<file path="config.mk">
export PLATFORM = sky130hd
export DESIGN_NAME = ram_4x8_ctrl_flat
export DESIGN_NICKNAME = d
export VERILOG_FILES = /design/src/rtl/ram_ctrl_pkg.sv /design/src/rtl/ram_4x8_ctrl_if.sv /design/src/rtl/ram_4x8_ctrl.sv /design/src/flat_wrapper.sv
export SDC_FILE = /design/constraint.sdc
export NUM_CORES = 1
export LEC_CHECK = 0
export CAP_MARGIN = 0
export CORE_ASPECT_RATIO = 1.4
export CORE_MARGIN = 2
export CORE_UTILIZATION = 34
export CTS_CLUSTER_DIAMETER = 100
export CTS_CLUSTER_SIZE = 25
export DETAILED_ROUTE_END_ITERATION = 10
export GPL_TIMING_DRIVEN = 0
export PLACE_DENSITY = 0.75
export SYNTH_ARGS = -nofsm -noshare
export SYNTH_HDL_FRONTEND = slang
export SYNTH_SLANG_ARGS = --single-unit
</file>
<file path="constraint.sdc">
create_clock -name clk -period 3.8 [get_ports clk]
set_clock_uncertainty 0.2 [all_clocks]
set_input_delay 0.57 -clock clk [delete_from_list [all_inputs] [get_ports clk]]
set_output_delay 0.57 -clock clk [all_outputs]
set_load 0.005 [all_outputs]
</file>
<file path="src/rtl/ram_ctrl_pkg.sv">
// rtl/ram_ctrl_pkg.sv - shared types and constants for the ram_4x8 port master
package ram_ctrl_pkg;

    localparam int DEF_AW = 3;
    localparam int DEF_DW = 4;

    // Polarity of the RAM rw pin.
    localparam logic RW_WRITE = 1'b0;
    localparam logic RW_READ  = 1'b1;

    typedef enum logic [1:0] {
        IDLE   = 2'd0,
        ISSUE  = 2'd1,
        RD_CAP = 2'd2,
        CLEAR  = 2'd3
    } state_t;

endpackage

</file>
<file path="src/rtl/ram_4x8_ctrl_if.sv">
// rtl/ram_4x8_ctrl_if.sv - request/response bus between a client and ram_4x8_ctrl
interface ram_4x8_ctrl_if
    import ram_ctrl_pkg::*;
#(
    parameter int AW = DEF_AW,
    parameter int DW = DEF_DW
);
    logic          req_valid;
    logic          req_ready;
    logic          req_wr;
    logic [AW-1:0] req_addr;
    logic [DW-1:0] req_wdata;
    logic          rsp_valid;
    logic [DW-1:0] rsp_data;
    logic          wr_done;

    modport master (
        output req_valid, req_wr, req_addr, req_wdata,
        input  req_ready, rsp_valid, rsp_data, wr_done
    );

    modport slave (
        input  req_valid, req_wr, req_addr, req_wdata,
        output req_ready, rsp_valid, rsp_data, wr_done
    );
endinterface

</file>
<file path="src/rtl/ram_4x8_ctrl.sv">
// rtl/ram_4x8_ctrl.sv - sequences ram_4x8 pins for handshaked reads/writes and a bulk clear
module ram_4x8_ctrl
    import ram_ctrl_pkg::*;
#(
    parameter int            AW        = DEF_AW,
    parameter int            DW        = DEF_DW,
    parameter logic [DW-1:0] CLR_VALUE = '0
) (
    input  logic          clk,
    input  logic          rst,
    ram_4x8_ctrl_if.slave bus,
    input  logic          clr_start,
    output logic          clr_busy,
    output logic          clr_done,
    output logic [AW-1:0] ram_addr,
    output logic [DW-1:0] ram_din,
    output logic          ram_rw,
    input  logic [DW-1:0] ram_dout
);
    localparam logic [AW-1:0] LAST_ADDR = '1;

    state_t state;

    assign bus.req_ready = (state == IDLE) && !clr_start && !rst;

    always_ff @(posedge clk) begin
        if (rst) begin
            state         <= IDLE;
            ram_rw        <= RW_READ;
            ram_addr      <= '0;
            ram_din       <= '0;
            bus.rsp_valid <= 1'b0;
            bus.rsp_data  <= '0;
            bus.wr_done   <= 1'b0;
            clr_busy      <= 1'b0;
            clr_done      <= 1'b0;
        end else begin
            bus.rsp_valid <= 1'b0;
            bus.wr_done   <= 1'b0;
            clr_done      <= 1'b0;
            unique case (state)
                IDLE: begin
                    if (clr_start) begin
                        ram_addr <= '0;
                        ram_din  <= CLR_VALUE;
                        ram_rw   <= RW_WRITE;
                        clr_busy <= 1'b1;
                        state    <= CLEAR;
                    end else if (bus.req_valid) begin
                        ram_addr <= bus.req_addr;
                        ram_din  <= bus.req_wdata;
                        ram_rw   <= ~bus.req_wr;
                        state    <= ISSUE;
                    end
                end
                ISSUE: begin
                    // ram_rw still holds the kind of access the RAM performs this edge
                    ram_rw <= RW_READ;
                    if (ram_rw == RW_WRITE) begin
                        bus.wr_done <= 1'b1;
                        state       <= IDLE;
                    end else begin
                        state <= RD_CAP;
                    end
                end
                RD_CAP: begin
                    bus.rsp_data  <= ram_dout;
                    bus.rsp_valid <= 1'b1;
                    state         <= IDLE;
                end
                CLEAR: begin
                    if (ram_addr != LAST_ADDR) begin
                        ram_addr <= ram_addr + AW'(1);
                    end else begin
                        ram_rw   <= RW_READ;
                        clr_busy <= 1'b0;
                        clr_done <= 1'b1;
                        state    <= IDLE;
                    end
                end
                default: state <= IDLE;
            endcase
        end
    end
endmodule

</file>
<file path="src/flat_wrapper.sv">
// flat-port wrapper written by rule: the top's interface ports become plain ports
module ram_4x8_ctrl_flat import ram_ctrl_pkg::*;
#(
    parameter int            AW        = DEF_AW,
    parameter int            DW        = DEF_DW,
    parameter logic [DW-1:0] CLR_VALUE = '0
)
  (clk, rst, clr_start, clr_busy, clr_done, ram_addr, ram_din, ram_rw, ram_dout, bus_req_valid, bus_req_wr, bus_req_addr, bus_req_wdata, bus_req_ready, bus_rsp_valid, bus_rsp_data, bus_wr_done);
  ram_4x8_ctrl_if #(.AW(AW), .DW(DW)) bus_i ();
  input  logic clk;
  input  logic rst;
  input  logic clr_start;
  output logic clr_busy;
  output logic clr_done;
  output logic [AW-1:0] ram_addr;
  output logic [DW-1:0] ram_din;
  output logic ram_rw;
  input  logic [DW-1:0] ram_dout;
  input wire logic [$bits(bus_i.req_valid)-1:0] bus_req_valid;
  input wire logic [$bits(bus_i.req_wr)-1:0] bus_req_wr;
  input wire logic [$bits(bus_i.req_addr)-1:0] bus_req_addr;
  input wire logic [$bits(bus_i.req_wdata)-1:0] bus_req_wdata;
  output wire logic [$bits(bus_i.req_ready)-1:0] bus_req_ready;
  output wire logic [$bits(bus_i.rsp_valid)-1:0] bus_rsp_valid;
  output wire logic [$bits(bus_i.rsp_data)-1:0] bus_rsp_data;
  output wire logic [$bits(bus_i.wr_done)-1:0] bus_wr_done;
  assign bus_i.req_valid = bus_req_valid;
  assign bus_i.req_wr = bus_req_wr;
  assign bus_i.req_addr = bus_req_addr;
  assign bus_i.req_wdata = bus_req_wdata;
  assign bus_req_ready = bus_i.req_ready;
  assign bus_rsp_valid = bus_i.rsp_valid;
  assign bus_rsp_data = bus_i.rsp_data;
  assign bus_wr_done = bus_i.wr_done;
  ram_4x8_ctrl #(.AW(AW), .DW(DW), .CLR_VALUE(CLR_VALUE)) u_core (.clk(clk), .rst(rst), .bus(bus_i), .clr_start(clr_start), .clr_busy(clr_busy), .clr_done(clr_done), .ram_addr(ram_addr), .ram_din(ram_din), .ram_rw(ram_rw), .ram_dout(ram_dout));
endmodule
</file>
Fig. 1: cell outlines without signal wires
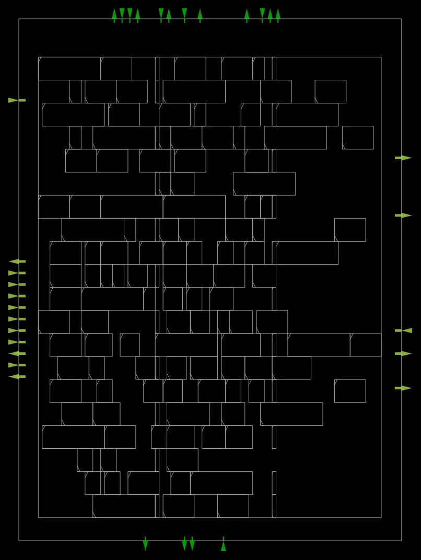
Seq area share: 0.3051
flip-flops: 18
Layout Cells excl Fill: 144

Fig. 2: placement by cell class
Fill, decap, tap and diode cells in grey.
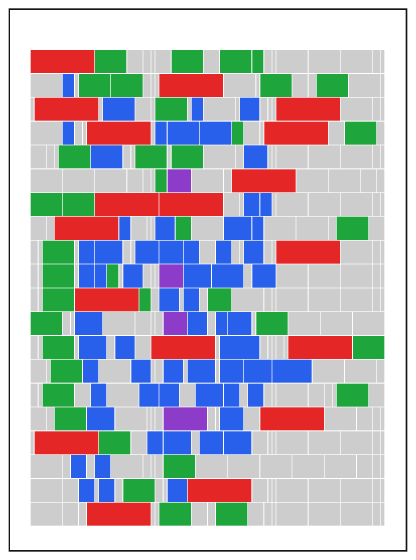
[red] sequential cells | cells: 18
[purple] clock drivers and dummy loads | cells: 4
[green] remaining buffers and delay cells | cells: 38
[blue] combinational and other logic | cells: 62

Fig. 3: floorplan with the power grid
Scale bar: 10 um. Pins as bars on the die edge. Tap cells in grey.
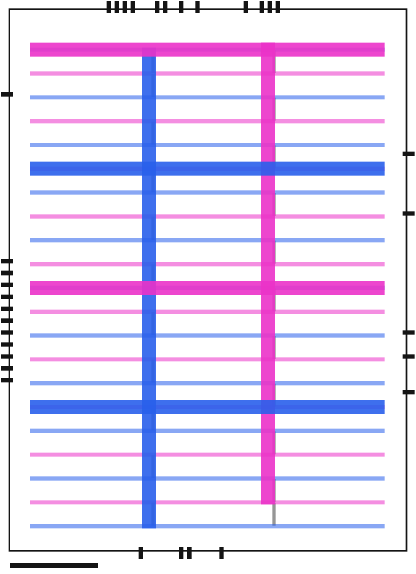
[blue] VSS
[magenta] VDD
tap cells: 22
met1 rails: 21

Fig. 4: wire density map
The die is cut into 9 by 12 equal tiles; dark blue is low, red is high, scaled to the fullest tile. Values are wire area over tile area, all layers added.
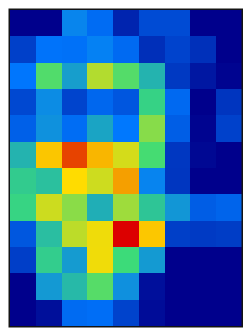
mean over tiles: 0.11
nearly empty tiles: 21%
emptiest ninth of the die: south-east
fullest tile: 0.40
tiles over half the peak: 19%

==> impl_metrics.tcl <==
# place-and-route summary
set metrics [dict create \
    outcome "completed" \
    grt_pass1_vias 747 \
    cts_tree "built" \
    hold_path_end "u_core.clr_busy" \
    wl_met1_um 799 \
    dieWidth_um 45.18 \
    firstDrtPassIters 4 \
    pre_cts_slack_ps 994.7 \
    wl_met3_um 83 \
    max_freq_mhz 356.5 \
    power_uw 443.2 \
    hold_viol 0 \
    syn-num-nets 105 \
    yosys_cells 87 \
    hold_ws_ps 283.1 \
    finalCoreUtilization 0.5364 \
    synth_area_um2 807.0 \
    tns_ps 0 \
    comb_area_um2 415.4 \
    overflow 0 \
    drc 0 \
    critPathTopFamily "buffers and inverters" \
    p_clk_frac 0.273 \
    cp-start-kind "primary input" \
    finalClockPeriodUsage 0.7382 \
    routedWlPerCell_um 13.69 \
    ys_types 30 \
    postCtsHoldBufs 0 \
    fp.coreArea_um2 2202 \
    required_ps 3030 \
    hold_start "u_core.clr_busy" \
    p_per_area_nw_per_um2 375.3 \
    synth_flops 18 \
    h-tree-depth 1 \
    area.growth.synth_to_final_pct 46.36 \
    antenna_left 0 \
]
[state kept, by name, indices dropped and copies added, names as in the netlist]
| name | count |
|---|---|
| u_core.bus.rsp_data | 4 |
| u_core.ram_din | 4 |
| u_core.ram_rw | 1 |
| u_core.bus.wr_done | 1 |
| u_core.clr_busy | 1 |
| u_core.bus.rsp_valid | 1 |
| u_core.state | 2 |
| u_core.clr_done | 1 |
| u_core.ram_addr | 3 |
[cell type report]
class / count / share of cell area
multi-input cells: 62 / 0.3517
flip-flops and latches: 18 / 0.3051
repair buffers: 31 / 0.2627
clock buffers: 4 / 0.03072
plain buffers: 7 / 0.02648
well taps: 22 / 0.02331
[cells by family (layout without fill, tap and decap cells)]
family          after synthesis  in the layout  synth area share
flops                        18             18            0.4465
simple gates                 34             34            0.2574
fa+ha+maj                     2              2           0.03100
mux                           5              5           0.06202
compound gates               21             21            0.1644
buf+inv                       7             42           0.03876
[synthesized netlist by cell type]
| cell type | instances | area share |
|---|---|---|
| clkbuf_1 | 5 | 0.023 |
| a21o_1 | 1 | 0.0093 |
| o21ai_0 | 5 | 0.031 |
| o22a_1 | 1 | 0.011 |
| nor4b_1 | 1 | 0.011 |
| buf_2 | 1 | 0.0062 |
| or4_1 | 1 | 0.0093 |
| nand4_1 | 1 | 0.0078 |
| nor3b_1 | 1 | 0.0093 |
| nor3_1 | 2 | 0.012 |
| nor2_1 | 6 | 0.028 |
| a311oi_1 | 2 | 0.022 |
| nor2b_1 | 5 | 0.039 |
| ha_1 | 2 | 0.031 |
| nand3_1 | 2 | 0.012 |
| o21bai_1 | 1 | 0.0093 |
| nand4b_1 | 5 | 0.054 |
| or2_2 | 2 | 0.016 |
| mux2i_1 | 5 | 0.062 |
| dfxtp_1 | 18 | 0.45 |
| o22ai_1 | 1 | 0.0078 |
| buf_4 | 1 | 0.0093 |
| a211oi_1 | 2 | 0.019 |
| o221ai_1 | 1 | 0.011 |
| a31oi_1 | 1 | 0.0078 |
| nand3b_1 | 2 | 0.019 |
| nor2_2 | 2 | 0.016 |
| nand2_1 | 3 | 0.014 |
| and3b_1 | 1 | 0.011 |
| a21oi_1 | 6 | 0.037 |
[how the worst max path moves through the flow]
stage                    end  slack (ps)  cells after the start       from
3_5_place_dp   bus_req_ready         990                      4  clr_start
5_1_grt        bus_req_ready         930                      4  clr_start
4_1_cts        bus_req_ready         990                      4  clr_start
2_1_floorplan  bus_req_ready        2070                      2        rst
6_report       bus_req_ready         990                      4  clr_start
3_3_place_gp   bus_req_ready         990                      4  clr_start
[power groups by stage]
stage | sequential [mW] | combinational (mW) | clock (mW)
floorplan | 0.218 | 0.0550 | 0
global placement | 0.218 | 0.107 | 0
detailed placement | 0.218 | 0.108 | 0
CTS | 0.214 | 0.109 | 0.125
global route | 0.216 | 0.120 | 0.131
finish | 0.214 | 0.108 | 0.121
[metal layers]
layer  track usage  vias to the layer above
met5             0                        -
met4       0.07563                        0
met3       0.02053                        2
met2        0.2837                       23
met1        0.1658                      375
li1              -                      393
[worst reg2reg max path: stages, from the launching register on]
cell and delay (ps):
dfxtp_1 370, ha_1 210, ha_1 270, and3b_1 290
a211oi_1 60, a311oi_1 250
